==> config.mk <==
export PLATFORM = sky130hd
export DESIGN_NAME = signed_divider_flat
export DESIGN_NICKNAME = d
export VERILOG_FILES = /design/src/rtl/signed_divider_if.sv /design/src/rtl/signed_divider.sv /design/src/flat_wrapper.sv
export SDC_FILE = /design/constraint.sdc
export NUM_CORES = 1
export LEC_CHECK = 0
export CORE_UTILIZATION = 58
export DETAILED_ROUTE_END_ITERATION = 7
export GPL_TIMING_DRIVEN = 0
export PLACE_DENSITY_LB_ADDON = 0.2
export SYNTH_ARGS = -nofsm -noshare
export SYNTH_HDL_FRONTEND = slang
export SYNTH_SLANG_ARGS = --single-unit
==> constraint.sdc <==
create_clock -name clk -period 3.1 [get_ports clk]
set_input_delay 0.465 -clock clk [delete_from_list [all_inputs] [get_ports clk]]
set_output_delay 0.465 -clock clk [all_outputs]
set_load 0.01 [all_outputs]
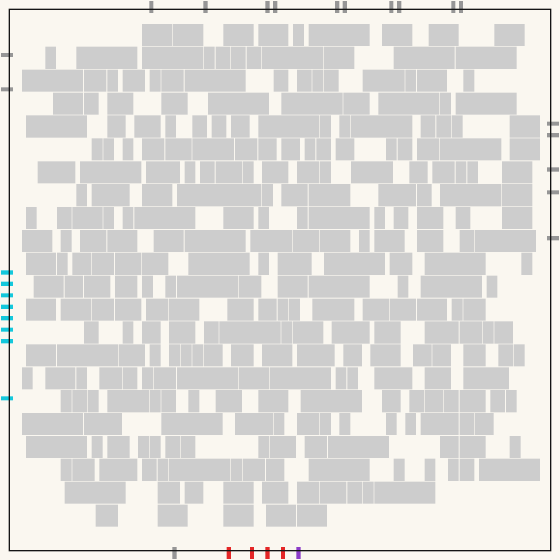
(images/io_placement.png)
Pins as bars across the die edge, other pins in grey.
Key: purple = rst [pins 1, direction input, edge bottom]; red = bus_divisor [pins 4, direction input, edge bottom]; cyan = bus_dividend [pins 8, direction input, edge left]
All pins by edge: 10 top, 10 left, 6 bottom, 5 right.
Die Span X: 64.16 um
Buffers on Ports: 29
Die Ht: 64.16 um

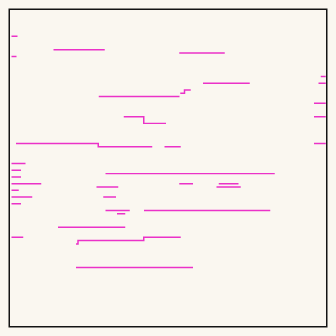
(images/layer_met3.png)
The layer holds 5.1% of the routed length. The wires run mostly horizontal. 28 nets have wire on it. The longest straight run is 34.0 um. The layer carries 259 um of wire.
DRT Wirelength: 5032 um
GR Layer Usage met3: 0.06250
total number of vias: 1986

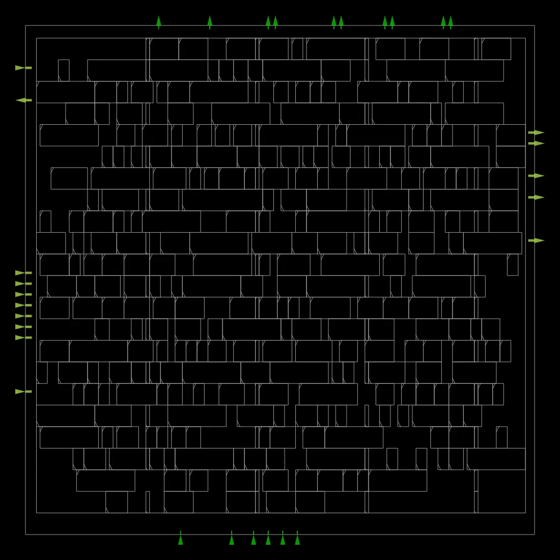
(images/placement.png)
Final Util: 0.7259
Seq cells: 41
FILL cells: 310
Final Non-Filler Cells: 344
sequential cell area share: 0.3065

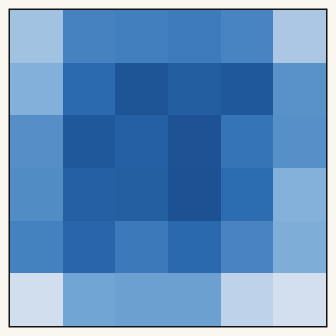
(images/cell_density.png)
The die is cut into 6 by 6 equal tiles; white is low, dark blue is high, 0 to 100% covered.
The densest ninth of the die: middle. The mean over all tiles is 64%. 36% of the tiles are over 75% full. The emptiest ninth of the die: bottom right.
fp util: 0.6075
core box area: 3689 sq um

==> Changelog: implementation <==
### Physical design

* Status: complete, no violations
* Setup ws final at 0.8975 ns
* Worst Hold Class: reg -> reg
* Slew @ Worst Pin at 0.6049 ns
* Synth area leaders: dfxtp_1 (37%), nor2_1 (6.7%), ha_1 (5.6%)
* H-tree depth at 2
* First-pass iteration count of the detailed router at 5
* RSZ-0062 raised after global routing: no
* Total power at about 0.0012 W
* Yosys cell types at 46
* Cell taking the most area after synthesis: dfxtp_1
* Most numerous cell in the Yosys netlist: dfxtp_1
* Post-CTS sizing at 0
* CP Max Fanout at 5
* Clk sinks at ~40
* Logic inverters at 13
* Mapped cell area at 2241 sq um
* Startpoint types: input port
* Vias per cell at slightly below 6
* DRC at 0
* M1 WL at 2231 um
* Dominant kind of combinational cell: simple AND/OR/NAND/NOR gates
* Crit-path cells: clkdlybuf4s50_1 > inv_1 > ha_1 > or3b_2 > o31ai_1 > xnor2_1 > a221oi_1 > nor2_1
* Root buf cell: clkbuf_8
Power and IR drop assume default switching activity.
